==> src/rtl/audio_codec_bridge.sv <==
// Audio CODEC <-> FIR sequencer: one L/R pair in flight, 4+FILT_LAT clocks per pair; output back-pressure stalls in WRITE.
// Optional `AUDIO_BRIDGE_STALL_CNT_EN adds a saturating stall_cnt of WRITE cycles with write_ready low.
module audio_codec_bridge #(
  parameter int unsigned DATA_W   = 24,
  parameter int unsigned FILT_LAT = 1
) (
  input  logic              CLOCK_50,
  input  logic              reset,
  input  logic              read_ready,
  input  logic [DATA_W-1:0] readdata_left,
  input  logic [DATA_W-1:0] readdata_right,
  output logic              read,
  output logic [DATA_W-1:0] samp_left,
  output logic [DATA_W-1:0] samp_right,
  output logic              samp_valid,
  input  logic [DATA_W-1:0] filt_left,
  input  logic [DATA_W-1:0] filt_right,
  input  logic              write_ready,
  output logic [DATA_W-1:0] writedata_left,
  output logic [DATA_W-1:0] writedata_right,
  output logic              write
`ifdef AUDIO_BRIDGE_STALL_CNT_EN
  ,
  output logic [15:0]       stall_cnt
`endif
);

  typedef enum logic [2:0] {
    S_IDLE,
    S_READ,
    S_STROBE,
    S_WAIT,
    S_WRITE
  } state_e;

  localparam logic [3:0] LAT_INIT = 4'(FILT_LAT - 1);

  state_e            state_q, state_d;
  logic [3:0]        lat_cnt_q, lat_cnt_d;
  logic [DATA_W-1:0] samp_left_q, samp_left_d;
  logic [DATA_W-1:0] samp_right_q, samp_right_d;
  logic [DATA_W-1:0] wdata_left_q, wdata_left_d;
  logic [DATA_W-1:0] wdata_right_q, wdata_right_d;

  always_comb begin
    state_d       = state_q;
    lat_cnt_d     = lat_cnt_q;
    samp_left_d   = samp_left_q;
    samp_right_d  = samp_right_q;
    wdata_left_d  = wdata_left_q;
    wdata_right_d = wdata_right_q;
    read          = 1'b0;
    samp_valid    = 1'b0;
    write         = 1'b0;

    case (state_q)
      S_IDLE: begin
        if (read_ready) begin
          state_d = S_READ;
        end
      end
      S_READ: begin
        // Pops even if read_ready fell; that is a CODEC-side protocol error.
        read         = 1'b1;
        samp_left_d  = readdata_left;
        samp_right_d = readdata_right;
        state_d      = S_STROBE;
      end
      S_STROBE: begin
        samp_valid = 1'b1;
        lat_cnt_d  = LAT_INIT;
        state_d    = S_WAIT;
      end
      S_WAIT: begin
        if (lat_cnt_q == 4'd0) begin
          wdata_left_d  = filt_left;
          wdata_right_d = filt_right;
          state_d       = S_WRITE;
        end else begin
          lat_cnt_d = lat_cnt_q - 4'd1;
        end
      end
      S_WRITE: begin
        write = write_ready;
        if (write_ready) begin
          state_d = S_IDLE;
        end
      end
      default: begin
        state_d = S_IDLE;
      end
    endcase
  end

  always_ff @(posedge CLOCK_50) begin
    if (reset) begin
      state_q       <= S_IDLE;
      lat_cnt_q     <= 4'd0;
      samp_left_q   <= '0;
      samp_right_q  <= '0;
      wdata_left_q  <= '0;
      wdata_right_q <= '0;
    end else begin
      state_q       <= state_d;
      lat_cnt_q     <= lat_cnt_d;
      samp_left_q   <= samp_left_d;
      samp_right_q  <= samp_right_d;
      wdata_left_q  <= wdata_left_d;
      wdata_right_q <= wdata_right_d;
    end
  end

  assign samp_left       = samp_left_q;
  assign samp_right      = samp_right_q;
  assign writedata_left  = wdata_left_q;
  assign writedata_right = wdata_right_q;

`ifdef AUDIO_BRIDGE_STALL_CNT_EN
  logic [15:0] stall_cnt_q, stall_cnt_d;

  always_comb begin
    stall_cnt_d = stall_cnt_q;
    if ((state_q == S_WRITE) && !write_ready && (stall_cnt_q != 16'hFFFF)) begin
      stall_cnt_d = stall_cnt_q + 16'd1;
    end
  end

  always_ff @(posedge CLOCK_50) begin
    if (reset) begin
      stall_cnt_q <= 16'd0;
    end else begin
      stall_cnt_q <= stall_cnt_d;
    end
  end

  assign stall_cnt = stall_cnt_q;
`endif

endmodule

==> config.mk <==
export PLATFORM = sky130hd
export DESIGN_NAME = audio_codec_bridge
export DESIGN_NICKNAME = d
export VERILOG_FILES = /design/src/rtl/audio_codec_bridge.sv
export SDC_FILE = /design/constraint.sdc
export NUM_CORES = 1
export LEC_CHECK = 0
export CELL_PAD_IN_SITES_DETAIL_PLACEMENT = 1
export CELL_PAD_IN_SITES_GLOBAL_PLACEMENT = 1
export CORE_MARGIN = 2
export CORE_UTILIZATION = 29
export CTS_BUF_LIST = sky130_fd_sc_hd__clkbuf_16
export DETAILED_ROUTE_END_ITERATION = 12
export GPL_TIMING_DRIVEN = 0
export PLACE_DENSITY = 0.76
export SETUP_SLACK_MARGIN = 0.3
export SLEW_MARGIN = 5
export SYNTH_ARGS = -nofsm -noshare
export SYNTH_HDL_FRONTEND = slang
export SYNTH_SLANG_ARGS = --single-unit
==> constraint.sdc <==
create_clock -name CLOCK_50 -period 2.41 [get_ports CLOCK_50]
set_clock_uncertainty 0.15 [all_clocks]
set_input_delay 0.723 -clock CLOCK_50 [delete_from_list [all_inputs] [get_ports CLOCK_50]]
set_output_delay 0.723 -clock CLOCK_50 [all_outputs]
set_load 0.03 [all_outputs]
run_1/pdn.png
Bar = 20 µm. Pins as bars on the die edge.
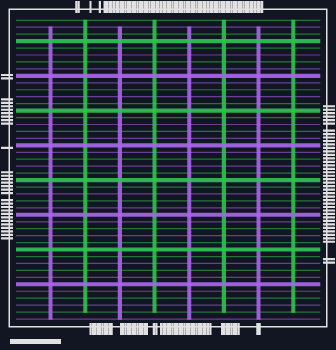
Key: VDD = green; VSS = purple
199 signal pins sit on the boundary. The core has 43 rows. 44 met1 rails follow the rows. 8 straps on met4.
Die Wd: 124 µm
Core Box Area: 13900 µm²
IR drop worst, VDD: 0.000353 V
vertical die dimension: 124 µm

run_1/clock_map.png
Bar = 20 µm.
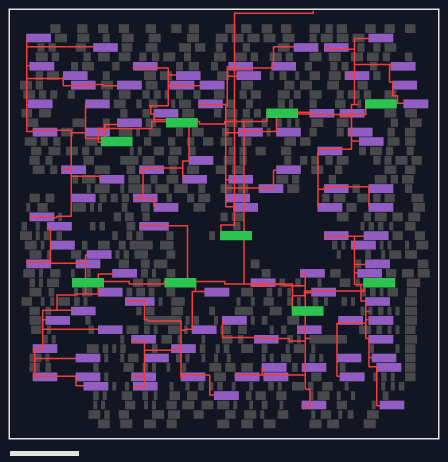
Key: clock wires = red [length 1380 µm]; cells driving clock nets = green [count 9]; flip-flops = purple [count 103]
There are 10 routed clock nets.
Clk power: 1.53 mW
clock network fraction of design power: 36.8%
clock network latency to the later pin of the worst-skew pair: 0.35 ns

==> out/notes.md, run 1 <==
Setup slack on the critical path of the routed design comes to 0.0455 ns. The cell sequence reported for the critical path is or3b_1, buf_2, inv_2, buf_8, buf_6. In the final report, the number of endpoints failing setup comes to 0.

Counting the fill cells in the layout gives 1650. The run gives 1.54 ns for the required arrival time at the worst endpoint. The run gives 1.49 ns as the arrival time reported for the critical path endpoint. Relative slew slack: 67.6%.

Using the TritonRoute via totals, the vias-per-cell ratio works out to 4.51. The share of the yosys chip area belonging to registers is 49.6%. The critical register-to-register path startpoint is state_q[1]$_SDFFE_PP0P_. The kind of critical path was reg -> out. The leakage power total is 2.86 nW. Looking at the reg2reg group, the worst path ends at samp_right[14]$_SDFFE_PP0N_. The number of standard-cell rows in the floorplan came out at 43. TritonCTS built the clock tree. The cell area that synthesis handed to floorplanning was 4160 µm². The critical path contains buffers and inverters numbering 4 combined. STA classifies the critical path startpoint as a register. The H-tree was split into 3 levels. The tools report the leftover overflow at the end of global routing as 0.

The critical path's slowest stage uses the library cell sky130_fd_sc_hd__or3b_1. For this design the ratio of total power to cell area is 619 nW/µm². The share of the core filled with cells was 48.1%; the number of top-level pins was 199. The worst register-to-register path has a setup slack of 0.40 ns. The CTS buffer count was 9. The first global-routing pass estimated 20700 µm of wire.

Across the whole layout, storage elements account for 2070 µm². The tools report the initial antenna violation count as 0. The run finished with clean final reports. On the critical path the largest part of the delay comes from buffers and inverters.

The synthesized netlist contains 30 unique library cells. The number of diodes was 0. The timing report lists the critical path depth as 5 cells. The final critical-path share of the clock period was 98.1%; the logic depth of the worst register-to-register path was 8. The run gives 0 as the yosys synthesis warning count.

The run gives 0% for the fraction of synthesis flops using an asynchronous set or reset pin. The type of destination of the critical path was an output port. At the floorplan stage, the core utilization is reported as 29.8%.

The tools report the number of hold violations in the final report as 0. At the placement stage, the worst setup path has a slack of -0.520 ns. Setup repair after global routing could not meet its margin everywhere. With the highest clock frequency the design can meet at 423 MHz, the area of the multi-input gates is 1950 µm². The total power draw is 4.15 mW, and the synthesized net count is 566. The tools report the number of buffers inserted by hold repair at cts as 0.
run_1/metal_stack.png
Bar = 20 µm.
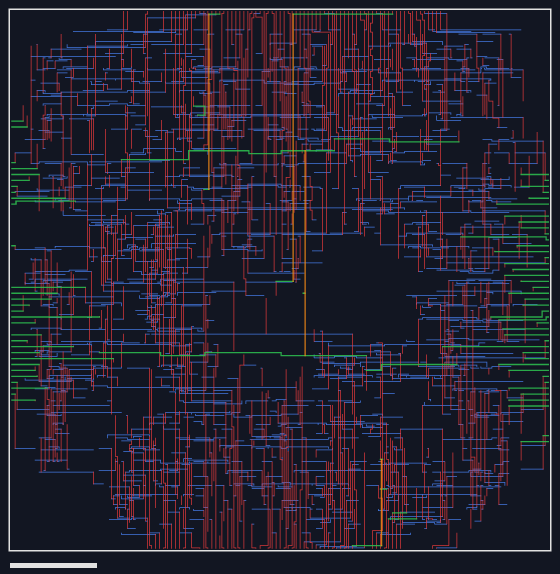
Key: met3 = green [wire length 728 µm]; met1 = blue [wire length 5300 µm]; met2 = red [wire length 7430 µm]; met4 = orange [wire length 168 µm]
overall via count from detail_route: 3919
GRT Overall Usage: 17.4%
total wirelength of the detailed-routed design: 13600 µm
routed wire length per instance: 15.7 µm

run 1: synthesized netlist by cell type (all sizes together) (3+ instances only):
cell	n	area, µm²
dfxtp	103	2060
nand2b	98	613
nand2	96	360
a21oi	51	255
mux2i	48	480
clkbuf	19	71.3
buf	16	93.8
inv	4	15.0
nor2	3	11.3
nor2b	3	18.8
nor3	3	15.0
run 1: worst reg2reg max path: cells and delay by family, from the launching register on:
family / cells / cell delay, ns
and+or+nand+nor: 2 / 0.51
DFF: 1 / 0.35
buffers and inverters: 5 / 0.81
AOI/OAI and AO/OA: 1 / 0.07
run 1: cells in the final DEF, fill, tap and decap left out, drive strengths merged, types with 2 or more instances in the layout:
cell,netlist,routed
bufinv,0,2
and3,2,2
dfxtp,103,103
clkbuf,19,29
nor3,3,3
mux2i,48,48
dlygate4sd2,0,96
ha,2,2
mux2,2,2
nor2b,3,3
nor2,3,3
nand2,96,96
o21ai,2,2
inv,4,6
nor3b,2,2
nand2b,98,98
buf,16,30
a21oi,51,51
clkdlybuf4s50,0,97
run 1: kinds of logic (layout without fill, tap and decap cells):
logic type | count (synthesis) | after routing | synth area share (%)
multiplexers | 50 | 50 | 12.1
AND/OR/NAND/NOR | 214 | 214 | 26.4
buffers and inverters | 39 | 263 | 4.34
adder cells (fa/ha/maj) | 2 | 2 | 0.602
AND-OR/OR-AND | 56 | 56 | 6.93
flip-flops | 103 | 103 | 49.6
run 1: layer usage:
| layer | track usage, % | share of wire (%) |
|---|---|---|
| met1 | 18.5 | 39 |
| met2 | 33.7 | 55 |
| met3 | 4.85 | 5.3 |
| met4 | 4.19 | 1.2 |
| met5 | 0 | 0 |
run 1: where the power goes:
group | switching [mW] | internal [mW] | leakage, nW
combinational | 0.428 | 0.371 | 1.87
sequential | 0.0408 | 1.78 | 0.836
clock | 0.633 | 0.894 | 0.152
total | 1.10 | 3.05 | 2.86
run 1: metrics by stage:
| stage | std cells | hold slack (ns) | instance area, µm² |
|---|---|---|---|
| finish | 868 | 0.303 | 6710 |
| global route | 868 | 0.328 | 6710 |
| CTS | 862 | 0.299 | 6650 |
| detailed placement | 841 | 0.297 | 6360 |
| global placement | 841 | 0.291 | 6360 |
| floorplan | 464 | 0.321 | 4160 |
run 1: flip-flops by register name (all words and copies together) (netlist names):
signal,flops
samp_right,24
state_q,3
writedata_left,24
samp_left,24
lat_cnt_q,4
writedata_right,24
run 1: final cells by class:
cell class	count	share of cell area (%)
plain buffers	35	2.91
clock buffers	9	3.36
clock inverters	6	1.18
inverters	4	0.224
multi-input cells	322	29.0
flip-flops and latches	103	30.9
well taps	180	3.36
repair buffers	209	29.1
run 1: worst max-delay path by stage:
| stage | slack, ns | end | start |
|---|---|---|---|
| after CTS | -0.007 | read | state_q[1]$_SDFFE_PP0P_ |
| final | 0.05 | read | state_q[1]$_SDFFE_PP0P_ |
| after global routing | -0.0008 | read | state_q[1]$_SDFFE_PP0P_ |
| after floorplan | 0.36 | samp_left[0]$_SDFFE_PP0N_ | reset |
| after detailed placement | -0.52 | write | write_ready |
| after global placement | -0.51 | write | write_ready |
run 1: repair_timing:
action,4_1_cts,5_1_grt
gates resized,134,12
setup endpoints to repair,199,63
setup buffers,6,6
pin swaps,2,2
==> run 2, diff against run 1 <==
CTS_CLUSTER_SIZE = 28   (was unset)
clock period = 2.5 ns   (was 2.41 ns; I/O delays follow)
run_2/cell_classes.png
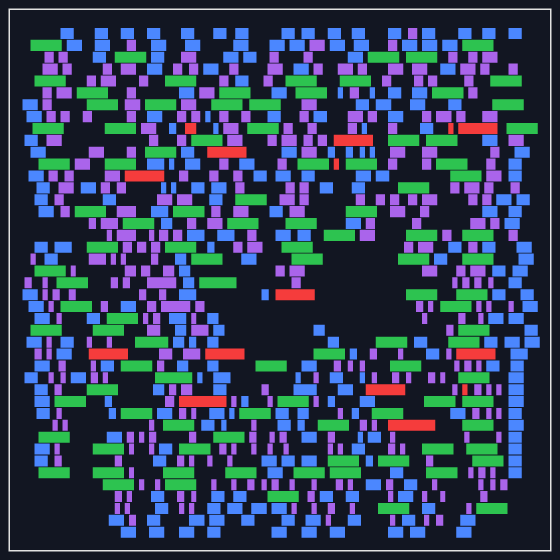
Key: all other logic = purple [cells 326, share of their area 30%]; flip-flops = green [cells 103, share of their area 32%]; other buffers and delay cells = blue [cells 249, share of their area 33%]; clock drivers and dummy loads = red [cells 15, share of their area 4.7%]
post-route cell area: 6740 µm²
final core utilization: 48.4%
site row count: 43

==> run 2 against run 1 <==
  * Global-route usage increased by 0.13 points
  * Die size unchanged
  * Sequential share of layout area decreased by 0.15 points
  * Critical path type unchanged
  * Worst hold slack about the same
  * Worst setup slack gained 0.055 ns
  * Total power fell by 3.5%
  * Combinational power is 2% lower
  * Clock power fell by 5%
  * First-iteration DRC count increased by 8.9%
  * Synthesized cell count stayed put
  * Routed wire length rose by 1.4%
  * Cell area is 0.54% higher
==> out/notes.md, run 2 <==
The run finished with clean final reports. The run gives 2.88 nW (+0.85%) as the leakage power total. The height of the chip was 124 µm (unchanged). The worst setup path is launched from a register. The run gives 3945 (+0.66%) for the total via count after detailed routing. The number of buffers inserted by hold repair at cts is 0 (unchanged), and the synthesized net count is 566 (unchanged).

Routed via count divided by cell count: 4.52 (about the same). The run gives 0 (unchanged) as the leftover overflow at the end of global routing. The most repeated cell in the gate-level netlist after synthesis was sky130_fd_sc_hd__dfxtp_1.

Portion of total power attributed to sequential cells: 43.9% (about the same). For the number of diodes, the log shows 0 (unchanged). The area share of the leading cell type in the synthesized netlist is 49.6% (unchanged), and the internal portion of total power is 2.94 mW (-3.4%). The placeable core region came out at 13900 µm² (unchanged). With the switching power of the nets at 1.06 mW (-3.9%), the arrival time reported for the critical path endpoint is 1.50 ns (about the same). The fraction of synthesis flops using an asynchronous set or reset pin came out at 0% (unchanged). The total power divided by cell area is 594 nW/µm² (-4.0%).

Yosys attributes the largest share of cell area to sky130_fd_sc_hd__dfxtp_1, sky130_fd_sc_hd__nand2b_1, sky130_fd_sc_hd__mux2i_1, sky130_fd_sc_hd__nand2_1, sky130_fd_sc_hd__a21oi_1. With the relative slew slack at 63.7% (-3.9 points), the detailed-route wire length per cell is 15.8 µm (+0.81%).
run_2/pdn.png
Bar = 20 µm. Pins as bars on the die edge.
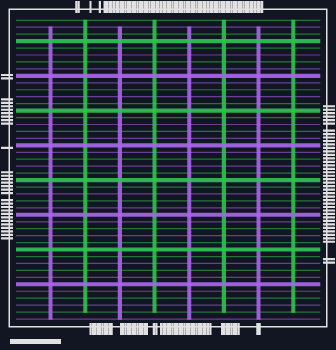
Key: VDD = green; VSS = purple
8 straps on met5. 44 met1 rails follow the rows. 199 signal pins sit on the boundary.
IR drop worst, VDD: 0.000330 V

run 2: cell counts after synthesis:
No cell type changed its count.
run 2: logic make-up (layout without fill, tap and decap cells):
group,Yosys count,in the layout,share of synthesized area (%)
and+or+nand+nor,214,214,26.4
adders and majority gates,2,2,0.602
buffers and inverters,39,268,4.34
muxes,50,50,12.1
DFF,103,103,49.6
AOI/OAI and AO/OA,56,56,6.93
run 2: routing by layer:
layer	routed length (µm)	global-route usage, %	up-vias
met5	0	0	-
met1	5380	18.5	1892
met3	729	4.85	10
met4	173	4.19	0
li1	-	-	1948
met2	7530	34.1	95
run 2: worst paths after layout:
kind                               start                         endpoint  slack [ns]  cells past startpoint
max              state_q[2]$_SDFFE_PP0P_                             read        0.10                      5
min          samp_right[16]$_SDFFE_PP0N_      samp_right[16]$_SDFFE_PP0N_        0.30                      2
max reg2reg      state_q[1]$_SDFFE_PP0P_  writedata_left[10]$_SDFFE_PP0P_        0.41                      9
min reg2reg  samp_right[16]$_SDFFE_PP0N_      samp_right[16]$_SDFFE_PP0N_        0.30                      2
run 2: area by class of cell:
type | count | area (µm²) | area share (%)
flip-flops and latches | 103 | 2070 | 30.7
repair buffers | 214 | 1990 | 29.5
multi-input cells | 322 | 1950 | 28.9
clock buffers | 9 | 225 | 3.34
well taps | 180 | 225 | 3.34
plain buffers | 35 | 190 | 2.82
clock inverters | 6 | 78.8 | 1.17
inverters | 4 | 15.0 | 0.223
run 2: power groups by stage:
stage	Sequential, mW	Clock [mW]	Combinational, mW
global route	1.77	1.58	0.843
finish	1.76	1.46	0.781
detailed placement	1.80	0	0.778
floorplan	1.94	0	0.249
CTS	1.76	1.52	0.755
global placement	1.79	0	0.762
run 2: through the flow:
step,instances,cell area (µm²),TNS [ns],total power [mW]
after floorplan,464,4160,0,2.19
after global placement,841,6360,-11.73,2.56
after detailed placement,841,6360,-14.11,2.58
after CTS,861,6620,0,4.03
after global routing,873,6740,0,4.19
final,873,6740,0,4.00
run 2: timing repair:
action                                  4_1_cts  5_1_grt
endpoints found under the setup margin      189       56
gates resized                               130       15
pin swaps                                     2        4
endpoints found under the hold margin         0        0
setup buffers                                 5       12
run 2: worst max-delay path: cells and delay by family (launching register included):
kind / cells / cell delay, ns
buffers and inverters: 4 / 0.44
and+or+nand+nor: 1 / 0.37
DFF: 1 / 0.35
Power figures rest on the tool's default switching activity, not on a simulated workload.
